--- config.mk ---
export PLATFORM = sky130hd
export DESIGN_NAME = mips_cpu_bus_seq
export DESIGN_NICKNAME = d
export VERILOG_FILES = /design/src/rtl/mips_cpu_bus_pkg.sv /design/src/rtl/mips_cpu_bus_watchdog.sv /design/src/rtl/mips_cpu_bus_seq.sv
export SDC_FILE = /design/constraint.sdc
export NUM_CORES = 1
export LEC_CHECK = 0
export CAP_MARGIN = 40
export CORE_MARGIN = 2
export CORE_UTILIZATION = 42
export DETAILED_ROUTE_END_ITERATION = 10
export GPL_ROUTABILITY_DRIVEN = 1
export PLACE_DENSITY = 0.8
export SLEW_MARGIN = 25
export SYNTH_ARGS = -nofsm -noshare
export SYNTH_HDL_FRONTEND = slang
export SYNTH_HIERARCHICAL = 1
export SYNTH_SLANG_ARGS = --single-unit
--- constraint.sdc ---
create_clock -name clk -period 3.21 [get_ports clk]
set_clock_uncertainty 0.15 [all_clocks]
set_input_delay 0.642 -clock clk [delete_from_list [all_inputs] [get_ports clk]]
set_output_delay 0.642 -clock clk [all_outputs]
set_load 0.02 [all_outputs]
--- src/rtl/mips_cpu_bus_pkg.sv ---
// mips_cpu_bus_pkg: shared types and constants for the bus-sequenced MIPS control unit.
package mips_cpu_bus_pkg;

  typedef enum logic [2:0] {
    FETCH,
    EXEC,
    MEM,
    WB,
    HALT
  } state_e;

  // Encoding 3 is reserved; the sequencer treats it like MEM_NONE.
  typedef enum logic [1:0] {
    MEM_NONE  = 2'd0,
    MEM_LOAD  = 2'd1,
    MEM_STORE = 2'd2,
    MEM_RSVD  = 2'd3
  } mem_op_e;

  localparam logic [31:0] RESET_VECTOR_DEFAULT = 32'hBFC00000;
  localparam logic [31:0] INSTR_BYTES          = 32'd4;

endpackage

--- src/rtl/mips_cpu_bus_watchdog.sv ---
// mips_cpu_bus_watchdog: counts consecutive stalled bus cycles and raises a
// sticky fired flag once the stall limit is reached. Only built when
// MIPS_CPU_BUS_WATCHDOG_EN is defined.
module mips_cpu_bus_watchdog #(
  parameter int unsigned WDOG_CYCLES = 255
) (
  input  logic clk_i,
  input  logic rst_ni,
  input  logic en_i,
  input  logic stall_i,
  output logic expire_o,
  output logic fired_o
);

  localparam logic [15:0] LIMIT = 16'(WDOG_CYCLES - 1);

  logic [15:0] cnt_q, cnt_d;
  logic        fired_q, fired_d;

  // expire_o is high during the stalled cycle whose edge brings the count to WDOG_CYCLES
  always_comb begin
    expire_o = en_i && stall_i && (cnt_q == LIMIT);
    cnt_d    = cnt_q;
    fired_d  = fired_q | expire_o;
    if (en_i) begin
      cnt_d = stall_i ? cnt_q + 16'd1 : '0;
    end
  end

  always_ff @(posedge clk_i or negedge rst_ni) begin
    if (!rst_ni) begin
      cnt_q   <= '0;
      fired_q <= 1'b0;
    end else begin
      cnt_q   <= cnt_d;
      fired_q <= fired_d;
    end
  end

  assign fired_o = fired_q;

endmodule

--- src/rtl/mips_cpu_bus_seq.sv ---
// mips_cpu_bus_seq: multi-cycle FETCH/EXEC/MEM/WB sequencer driving a
// waitrequest-style memory bus, with a delay-slot pc/npc pair.
// Optional stall watchdog and bus_err port: define MIPS_CPU_BUS_WATCHDOG_EN.
module mips_cpu_bus_seq
  import mips_cpu_bus_pkg::*;
#(
  parameter logic [31:0] RESET_VECTOR = RESET_VECTOR_DEFAULT,
  parameter int unsigned ADDR_W       = 32,
  parameter int unsigned WDOG_CYCLES  = 255
) (
  input  logic              clk,
  input  logic              reset,
  input  logic              clk_enable,
  output logic [ADDR_W-1:0] address,
  output logic              read,
  output logic              write,
  output logic [3:0]        byteenable,
  output logic [31:0]       writedata,
  input  logic [31:0]       readdata,
  input  logic              waitrequest,
  output logic [31:0]       pc,
  output logic [31:0]       ir,
  input  logic [1:0]        mem_op,
  input  logic [31:0]       mem_addr,
  input  logic [31:0]       mem_wdata,
  input  logic [3:0]        mem_be,
  input  logic              branch_taken,
  input  logic [31:0]       branch_target,
  output logic [31:0]       mem_rdata,
  output logic              commit,
  output logic              active
`ifdef MIPS_CPU_BUS_WATCHDOG_EN
  ,
  output logic              bus_err
`endif
);

  state_e      state_q, state_d;
  logic [31:0] pc_q, pc_d;
  logic [31:0] npc_q, npc_d;
  logic [31:0] ir_q, ir_d;
  logic [31:0] rdata_q, rdata_d;
  logic        active_q, active_d;

  mem_op_e     op;
  logic        is_load, is_store;
  logic        req_rd, req_wr, commit_c;
  logic [31:0] addr_c, wdata_c;
  logic [3:0]  be_c;
  logic        wd_expire;

  assign op       = mem_op_e'(mem_op);
  assign is_load  = (op == MEM_LOAD);
  assign is_store = (op == MEM_STORE);

  always_comb begin
    state_d  = state_q;
    pc_d     = pc_q;
    npc_d    = npc_q;
    ir_d     = ir_q;
    rdata_d  = rdata_q;
    active_d = active_q;
    req_rd   = 1'b0;
    req_wr   = 1'b0;
    addr_c   = pc_q;
    be_c     = '0;
    wdata_c  = '0;
    commit_c = 1'b0;

    unique case (state_q)
      FETCH: begin
        if (pc_q == '0) begin
          state_d  = HALT;
          active_d = 1'b0;
        end else begin
          req_rd = 1'b1;
          be_c   = 4'hF;
          if (!waitrequest) begin
            ir_d    = readdata;
            state_d = EXEC;
          end
        end
      end
      EXEC: begin
        if (is_load || is_store) begin
          state_d = MEM;
        end else begin
          commit_c = 1'b1;
          state_d  = FETCH;
        end
      end
      MEM: begin
        addr_c  = mem_addr;
        be_c    = mem_be;
        req_rd  = is_load;
        req_wr  = is_store;
        wdata_c = mem_wdata;
        if (!waitrequest) begin
          if (is_load) rdata_d = readdata;
          state_d = WB;
        end
      end
      WB: begin
        commit_c = 1'b1;
        state_d  = FETCH;
      end
      HALT: begin
        active_d = 1'b0;
      end
      default: begin
        state_d = HALT;
      end
    endcase

    if (commit_c) begin
      pc_d  = npc_q;
      npc_d = branch_taken ? branch_target : npc_q + INSTR_BYTES;
    end

    if (wd_expire) begin
      state_d  = HALT;
      active_d = 1'b0;
    end
  end

  always_ff @(posedge clk or negedge reset) begin
    if (!reset) begin
      state_q  <= FETCH;
      pc_q     <= RESET_VECTOR;
      npc_q    <= RESET_VECTOR + INSTR_BYTES;
      ir_q     <= '0;
      rdata_q  <= '0;
      active_q <= 1'b1;
    end else if (clk_enable) begin
      state_q  <= state_d;
      pc_q     <= pc_d;
      npc_q    <= npc_d;
      ir_q     <= ir_d;
      rdata_q  <= rdata_d;
      active_q <= active_d;
    end
  end

`ifdef MIPS_CPU_BUS_WATCHDOG_EN
  logic stall;
  logic wd_fired;

  assign stall = (req_rd | req_wr) & waitrequest;

  mips_cpu_bus_watchdog #(
    .WDOG_CYCLES (WDOG_CYCLES)
  ) u_watchdog (
    .clk_i    (clk),
    .rst_ni   (reset),
    .en_i     (clk_enable),
    .stall_i  (stall),
    .expire_o (wd_expire),
    .fired_o  (wd_fired)
  );

  assign bus_err = wd_fired;
`else
  logic [15:0] wdog_unused;

  assign wd_expire   = 1'b0;
  assign wdog_unused = 16'(WDOG_CYCLES);
`endif

  // Requests are gated by reset so an in-flight transfer drops asynchronously.
  assign address    = addr_c[ADDR_W-1:0];
  assign read       = req_rd & reset;
  assign write      = req_wr & reset;
  assign byteenable = reset ? be_c : '0;
  assign writedata  = wdata_c;
  assign commit     = commit_c & clk_enable & reset;
  assign pc         = pc_q;
  assign ir         = ir_q;
  assign mem_rdata  = rdata_q;
  assign active     = active_q;

endmodule

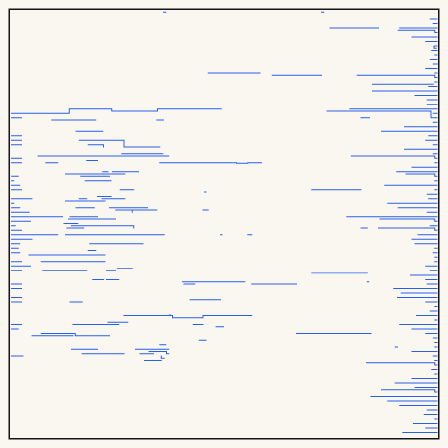
Fig. 1. Signal wires on met3 (run 1).
share of all routed wire: 7.6%
longest straight run: 39.6 µm
via count: 6082
Routed WL: 21100 µm
M3 GR Usage: 0.0603

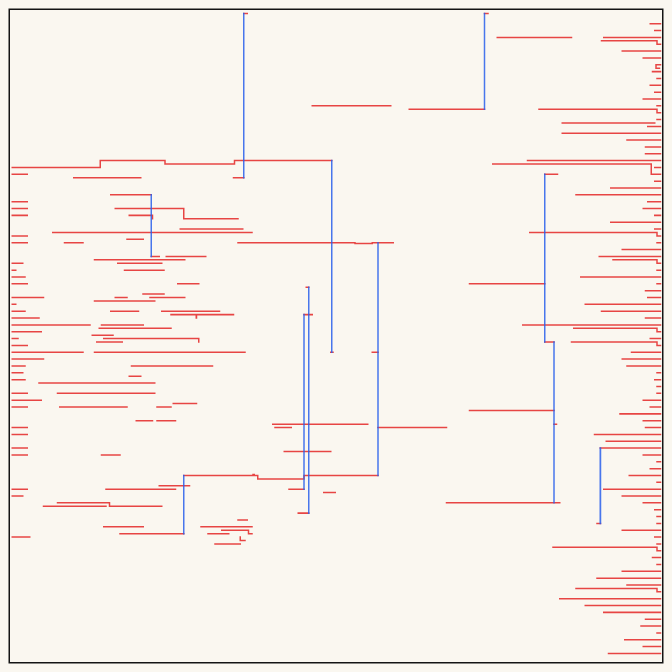
Fig. 2. Routed metal, one color a layer (run 1).
Two of the layers only.
legend:
  M3:
    color: red
    wire_length: 1600 µm
  M4:
    color: blue
    wire_length: 320 µm
DR WL/cell: 18.2 µm
GR Util All Layers: 0.247

==> run_results.csv, run 1 <==
group,metric,value,unit
logic_synthesis,synth_async_sr_flop_share,1.00,
global_routing,antenna_found_initial,0,
placement,place_congestion,0.873,
layout,nonClkBufAreaFrac,0.311,
pwr,p_int,0.00526,W
clock_tree,cts_buffers,17,
outcome,status,"finished clean",
floorplan,coreArea,0.0153,mm²
timing,drv_slew,0,
logic_synthesis,synth.top_cell.area_share,0.423,
critical_path,endpoint,"address[2]",
clock_tree,cts_buffer_depth,2,
timing,setup_ws,0.0981,ns
logic_synthesis,yosysUniqueCellTypes,49,
layout,comb_share,0.288,
layout,n_antenna_cell,0,
clock_tree,cts.repair.resized,8,
layout,logic_gate_count,441,
layout,final-clk-cell-share,0.0598,
drt,dr.pass1.iters,5,
clock_tree,cts.clk_slew.worst_paths,0.06,ns
timing,min_period,3.11,ns
floorplan,rows,45,
logic_synthesis,synth-edff-count,0,
pwr,total_power,0.00794,W
logic_synthesis,ys_seq_frac,0.503,
timing,rsz0062_at_grt,"no",
critical_path,r2r_start,"state_q[1]",
drt,routed.top_layer,"met4",
pwr,switchingPower,0.00268,W
pwr,power_frac_clock,0.262,
job,warnings,27,
timing,finalCritPeriodShare,0.969,
drt,via_per_inst,5.23,
critical_path,slowest_delay,0.55,ns
global_routing,grt_pass1_wl,32000,µm
floorplan,io_pins,307,
timing,slew_headroom,0.534,
logic_synthesis,syn_avg_cell_area,10.6,µm²
floorplan,dieArea,0.0168,mm²
logic_synthesis,syn_inst,625,
floorplan,fp_util,0.432,
pwr,pg_clk,0.00208,W
logic_synthesis,yosysWarnings,6,
global_routing,grt_pass1_vias,5824,
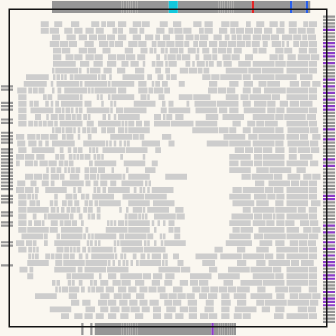
Fig. 3. Ports around the boundary (run 1).
Pins as bars across the die edge, other pins in gray.
legend:
  `waitrequest`:
    color: red
    pins: 1
    direction: input
    edge: north
  `mem_op`:
    color: blue
    pins: 2
    direction: input
    edge: north
  `ir`:
    color: purple
    pins: 32
    direction: output
    edge: 31 east, 1 south
  `mem_be`:
    color: cyan
    pins: 4
    direction: input
    edge: north
all pins by edge: 115 north, 93 east, 65 south, 34 west
Die W: 130 µm
port buffer count: 306
die height: 130 µm

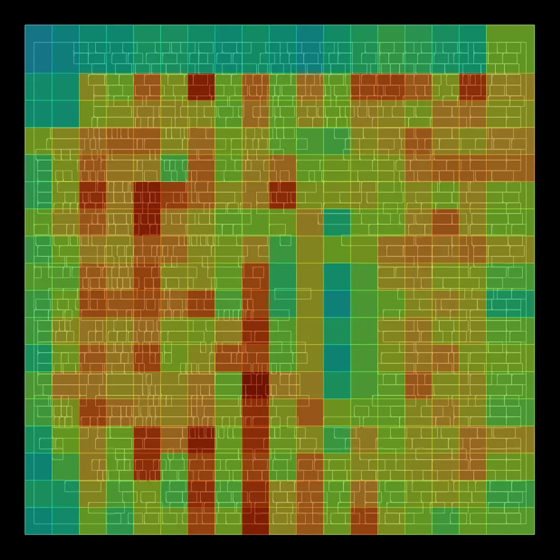
Fig. 4. Routing congestion (run 1).
utilization after layout: 0.695
met1 usage: 0.342

run 1: per-stage QoR:
step	cell area [µm²]	instances
floorplan	6620	625
global placement	9970	1130
detailed placement	9970	1130
CTS	10600	1162
global route	10600	1163
finish	10600	1163
run 1: worst max-delay path: cells and delay by family, from the launching register on:
kind | cells | cell delay, ns
muxes | 1 | 0.38
DFF | 1 | 0.42
buffers and inverters | 2 | 0.80
and+or+nand+nor | 2 | 0.31
run 1: state kept, by name (all words and copies together) (netlist names):
signal	flops
active	1
ir	32
mem_rdata	32
npc_q	32
pc	32
state_q	3
run 1: cells in the final DEF (no fill, tap or decap), types with 2 or more instances in the layout:
cell,synthesis,final
clkdlybuf4s50_1,0,299
nand2_1,119,119
dfrtp_1,112,112
mux2_2,68,68
and3_1,39,39
a21oi_1,35,35
mux2_4,30,30
o21ai_0,30,30
buf_4,0,27
dfstp_2,20,20
nor2_1,17,17
clkbuf_16,0,17
nand3_1,15,15
inv_1,10,10
o22ai_1,9,9
nor4_1,10,8
nor3_1,7,7
a22oi_1,6,6
bufinv_16,0,5
dlygate4sd2_1,0,5
nand4_1,4,4
a31oi_1,4,4
nand2b_1,3,3
and2_1,4,3
o31ai_1,3,3
or3_1,3,3
and4_1,3,3
a2bb2oi_1,3,3
mux2i_1,3,3
ha_1,3,3
clkinvlp_4,0,3
buf_6,7,3
nor4_2,1,2
a31o_2,2,2
clkinv_1,1,2
o22a_1,2,2
o311ai_0,2,2
a32oi_1,2,2
clkinv_4,0,2
run 1: logic make-up after synthesis:
logic type      Yosys count  share of synthesized area
compound gates          103                     0.0922
simple gates            233                      0.170
mux                     102                      0.190
buf+inv                  52                     0.0393
fa+ha+maj                 3                    0.00567
flops                   132                      0.503
Fig. 5: run 1, sequential cells colored by netlist name
Other sequential cells in the stronger gray, the rest of the logic in the fainter gray.
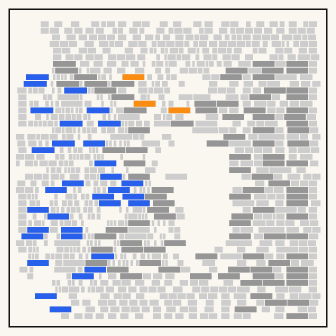

## Run 2: what changed since run 1
- CAP_MARGIN: 40 -> unset
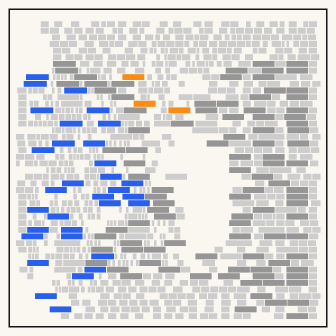
Fig. 6. Sequential cells colored by netlist name (run 2).
Other sequential cells in the stronger gray, the rest of the logic in the fainter gray.
legend:
  `npc_q`:
    color: blue
    flops: 32
  `state_q`:
    color: orange
    flops: 3
not colored: 97
sequential group power: 0.00272 W
utilization after layout: 0.694
FF/Latch Area: 0.00333 mm²

==> run 2 against run 1 <==
Net effect:
- combinational power about the same
- final cell count about the same
- highest routed layer unchanged
- global-route usage unchanged
- total power about the same
- utilization decreased by 0.074 points
- critical endpoint unchanged
- critical path depth unchanged
- clock-buffer cell count unchanged
- sequential share of layout area about the same
- first-iteration DRC count decreased by 9.0%
- final area decreased by 0.11%
- area after synthesis unchanged
- worst hold slack improved by 0.00054 ns
==> run_results.csv, run 2 <==
group,metric,value,unit
placement,dp_cells,1130,
layout,comb_share,0.288,
layout,stdcell_area,0.0106,mm²
layout,n_antenna_cell,0,
floorplan,coreArea,0.0153,mm²
critical_path,r2r_start,"state_q[1]",
clock_tree,cts.clk_slew.worst_paths,0.06,ns
logic_synthesis,syn_inst,625,
pwr,total_power,0.00794,W
drt,via_per_inst,5.18,
clock_tree,cts_buffer_depth,2,
global_routing,grt_pass1_wl,32000,µm
floorplan,fp.dieH,130,µm
global_routing,antenna_found_initial,0,
logic_synthesis,synth-edff-count,0,
clock_tree,cts_buffers,17,
outcome,status,"finished clean",
job,warnings,27,
timing,finalCritPeriodShare,0.970,
layout,lay_top_count,"clkdlybuf4s50_1",
layout,final-clk-cell-share,0.0599,
logic_synthesis,synth.top_cell.area_share,0.423,
critical_path,slowest_delay,0.55,ns
timing,min_period,3.11,ns
drt,wl_per_cell,18.1,µm
logic_synthesis,syn_avg_cell_area,10.6,µm²
placement,placed_cell_area,0.00997,mm²
placement,place_congestion,0.873,
floorplan,dieWidth,130,µm
floorplan,io_pins,307,
drt,dr.pass1.iters,5,
global_routing,grtUsageTotal,0.247,
floorplan,rows,45,
timing,drv_slew,0,
timing,rsz0062_at_grt,"no",
layout,finalNonFillerCells,1162,
logic_synthesis,synth_async_sr_flop_share,1.00,
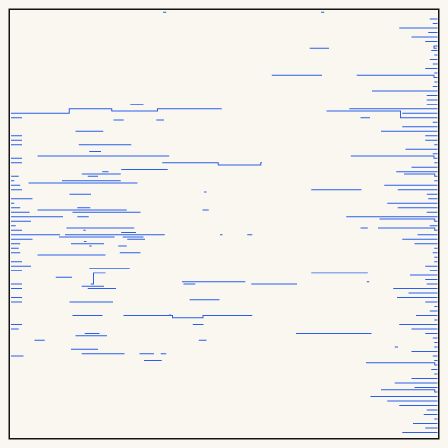
Fig. 7. Signal wires on met3 (run 2).
longest straight run: 39.6 µm
main direction: horizontal
wire length on this layer: 1510 µm
via count: 6023
Routed WL: 21100 µm

## run 2: cell families after synthesis
logic type | synth area share
muxes | 0.190
adders and majority gates | 0.00567
and+or+nand+nor | 0.170
AOI/OAI and AO/OA | 0.0922
DFF | 0.503
buffers and inverters | 0.0393
## run 2: what timing repair did
item,CTS,global route
resized,8,5
hold buffers,1,0
setup endpoints to repair,8,6
endpoints found under the hold margin,17,0
## run 2: where the power goes
group / internal, W / total [W] / leakage [nW] / switching [W]
Sequential: 0.00224 / 0.00272 / 1.69 / 0.000476
Clock: 0.00137 / 0.00208 / 0.300 / 0.000712
Combinational: 0.00165 / 0.00314 / 2.79 / 0.00149
Total: 0.00526 / 0.00794 / 4.78 / 0.00268
## run 2: worst max-delay path by stage
stage / startpoint / to / depth (start not counted)
2_1_floorplan: mem_op[0] / commit / 6
3_3_place_gp: mem_op[0] / commit / 7
3_5_place_dp: mem_op[0] / commit / 7
4_1_cts: mem_op[0] / commit / 7
5_1_grt: pc[4] / read / 6
6_report: state_q[2] / address[2] / 5
## run 2: per-layer routing
| metal | routed length [µm] | track usage |
|---|---|---|
| met5 | 0 | 0 |
| met4 | 337 | 0.0721 |
| met3 | 1510 | 0.0603 |
| met2 | 9960 | 0.388 |
| met1 | 9240 | 0.342 |
## run 2: per-stage QoR
stage                     hold slack (ns)  utilization
after global placement              0.283        0.651
final                              0.0576        0.694
after detailed placement            0.302        0.651
after CTS                          0.0431        0.693
after global routing               0.0416        0.694
after floorplan                     0.196            -
## run 2: critical path: cells and delay by family, from the launching register on
family	cells	cell delay (ns)
buf+inv	2	0.80
simple gates	2	0.30
flops	1	0.42
mux	1	0.38
Fig. 8: run 2, routed metal, one color a layer
Two of the layers only.
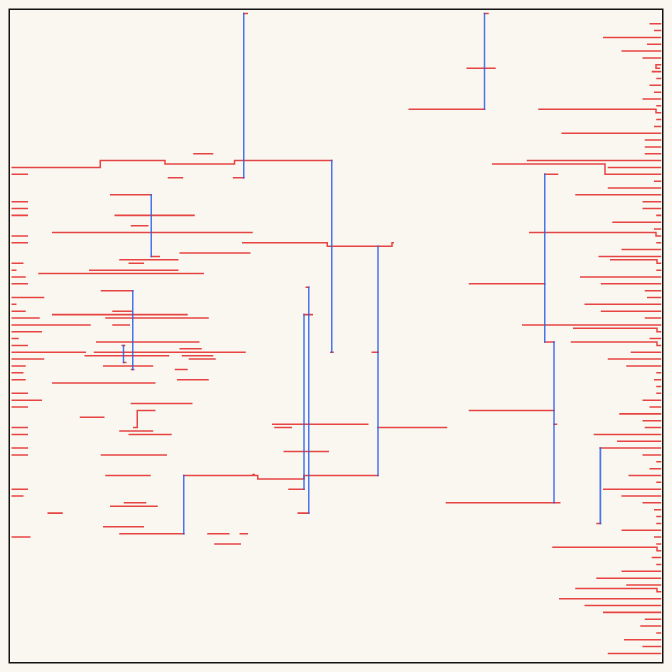

## Run 3: what changed since run 2
- CORE_ASPECT_RATIO: unset -> 1.4
- GPL_TIMING_DRIVEN: unset -> 0
- RECOVER_POWER: unset -> 25
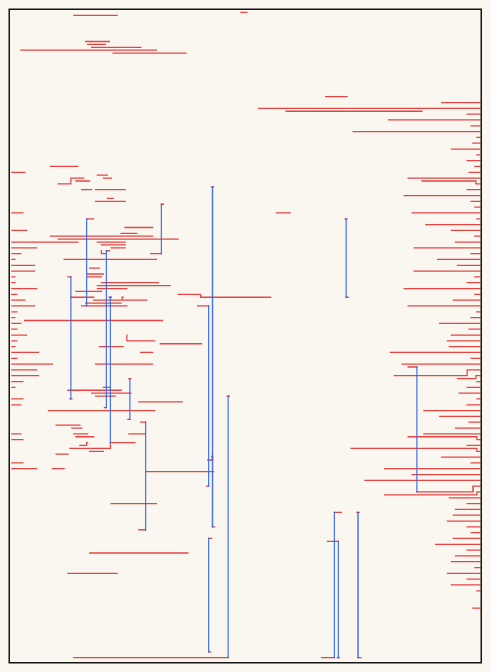
Fig. 9. Routed metal, one color a layer (run 3).
Two of the layers only.
legend:
  M3:
    color: red
    wire_length: 1540 µm
  M4:
    color: blue
    wire_length: 518 µm
Routed WL: 22300 µm
via count: 6216
GR Util All Layers: 0.264
DR WL/cell: 19.1 µm

==> run 3 against run 2 <==
Net effect:
- the run now ends with hold timing left
- highest routed layer unchanged
- flip-flop count unchanged
- maximum frequency down 0.62%
- global-route usage up 1.7 points
- critical endpoint is now commit
- clock power up 7%
- register-to-register slack better by 0.04 ns
- area after synthesis unchanged
- total power up 1.2%
- worst hold slack worse by 0.060 ns
- non-clock buffer count up 17
- routed wire length up 5.7%
==> run_results.csv, run 3 <==
group,metric,value,unit
critical_path,r2r_start,"pc[29]",
logic_synthesis,ys_seq_frac,0.503,
logic_synthesis,synth-edff-count,0,
timing,slew_headroom,0.587,
layout,finalNonFillerCells,1164,
drt,via_per_inst,5.34,
drt,wl_met1,8730,µm
global_routing,antenna_found_initial,0,
clock_tree,cts.clk_slew.worst_paths,0.06,ns
outcome,status,"complete, but fails checks",
floorplan,rows,54,
logic_synthesis,syn_avg_cell_area,10.6,µm²
outcome,violations,"hold timing",
logic_synthesis,ys_sh_xor,0,
critical_path,endpoint,"commit",
layout,lay_top_count,"clkdlybuf4s50_1",
timing,hold_violations,4,
critical_path,setup.worst_path.start,"mem_op[0]",
drt,wl_met2,11500,µm
floorplan,coreArea,0.0155,mm²
timing,setup_ws,0.0782,ns
layout,final_cell_mix,"272 x clkdlybuf4s50_1, 119 x nand2_1, 110 x dfrtp_1, 68 x mux2_2, 39 x and3_1",
logic_synthesis,yosysUniqueCellTypes,49,
logic_synthesis,synth.top_cell.area_share,0.423,
placement,place_congestion,0.929,
floorplan,dieArea,0.0168,mm²
global_routing,grt_pass1_wl,34300,µm
clock_tree,postCtsHoldBufs,0,
logic_synthesis,logic_family,"multiplexers",
logic_synthesis,synthSimpleGateAreaFrac,0.170,
timing,drv_slew,0,
global_routing,use_met3,0.0513,
timing,min_period,3.13,ns
timing,timing.hold.ws,-0.00278,ns
timing,finalCritPeriodShare,0.976,
logic_synthesis,ys_sh_mux,0.190,
job,warnings,28,
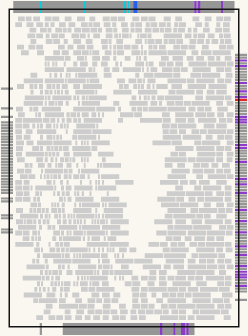
Fig. 10. Ports around the boundary (run 3).
Pins as bars across the die edge, other pins in gray.
legend:
  `waitrequest`:
    color: red
    pins: 1
    direction: input
    edge: east
  `mem_be`:
    color: cyan
    pins: 4
    direction: input
    edge: north
  `mem_op`:
    color: blue
    pins: 2
    direction: input
    edge: north
  `ir`:
    color: purple
    pins: 32
    direction: output
    edge: 24 east, 5 south, 3 north
all pins by edge: 116 north, 86 east, 70 south, 35 west
port buffer count: 305
die height: 153 µm
Die W: 110 µm

## run 3: how the worst min path moves through the flow
stage                     startpoint  endpoint  cells after the start
after floorplan                reset     ir[0]                      0
after global placement        active    active                      2
after detailed placement      active    active                      2
after CTS                      reset    ir[18]                      1
after global routing           reset    ir[11]                      1
final                          reset    ir[18]                      1
## run 3: repair_timing
item	4_1_cts	5_1_grt
setup endpoints to repair	38	7
resized	51	17
cloned	0	0
pin swaps	1	2
setup buffers	2	5
## run 3: critical path, stage by stage
cell and delay [ns]:
clkdlybuf4s50_1 0.48, inv_1 0.05, ha_1 0.28, or2_4 0.26, nor3b_4 0.15, buf_4 0.18, and2_1 0.15, buf_2 0.15
## run 3: area by class of cell
cell class / instances / area share
clock buffer: 19 / 0.0423
sequential: 132 / 0.311
timing repair buffer: 313 / 0.288
buffer: 40 / 0.0223
clock inverter: 12 / 0.0211
multi-input combinational: 441 / 0.288
tap: 196 / 0.0229
inverter: 11 / 0.00385
## run 3: stage by stage
step	power [W]	cell area [µm²]	util	hold WS [ns]	setup TNS, ns
2_1_floorplan	0.00423	6620	-	0.196	0
3_3_place_gp	0.00569	9920	0.638	0.281	-525.62
3_5_place_dp	0.00576	9950	0.640	0.285	-13.93
4_1_cts	0.00801	10700	0.686	0.00649	0
5_1_grt	0.00842	10700	0.689	0.0160	-0.110
6_report	0.00804	10700	0.689	-0.00278	0
## run 3: report_power, final
group / switching, W / internal, W / leakage [nW] / total, W
clock: 0.000733 / 0.00150 / 0.326 / 0.00223
combinational: 0.00146 / 0.00156 / 2.91 / 0.00302
sequential: 0.000538 / 0.00224 / 1.69 / 0.00278
total: 0.00273 / 0.00530 / 4.92 / 0.00804
Power is estimated from default activity; no workload was simulated.
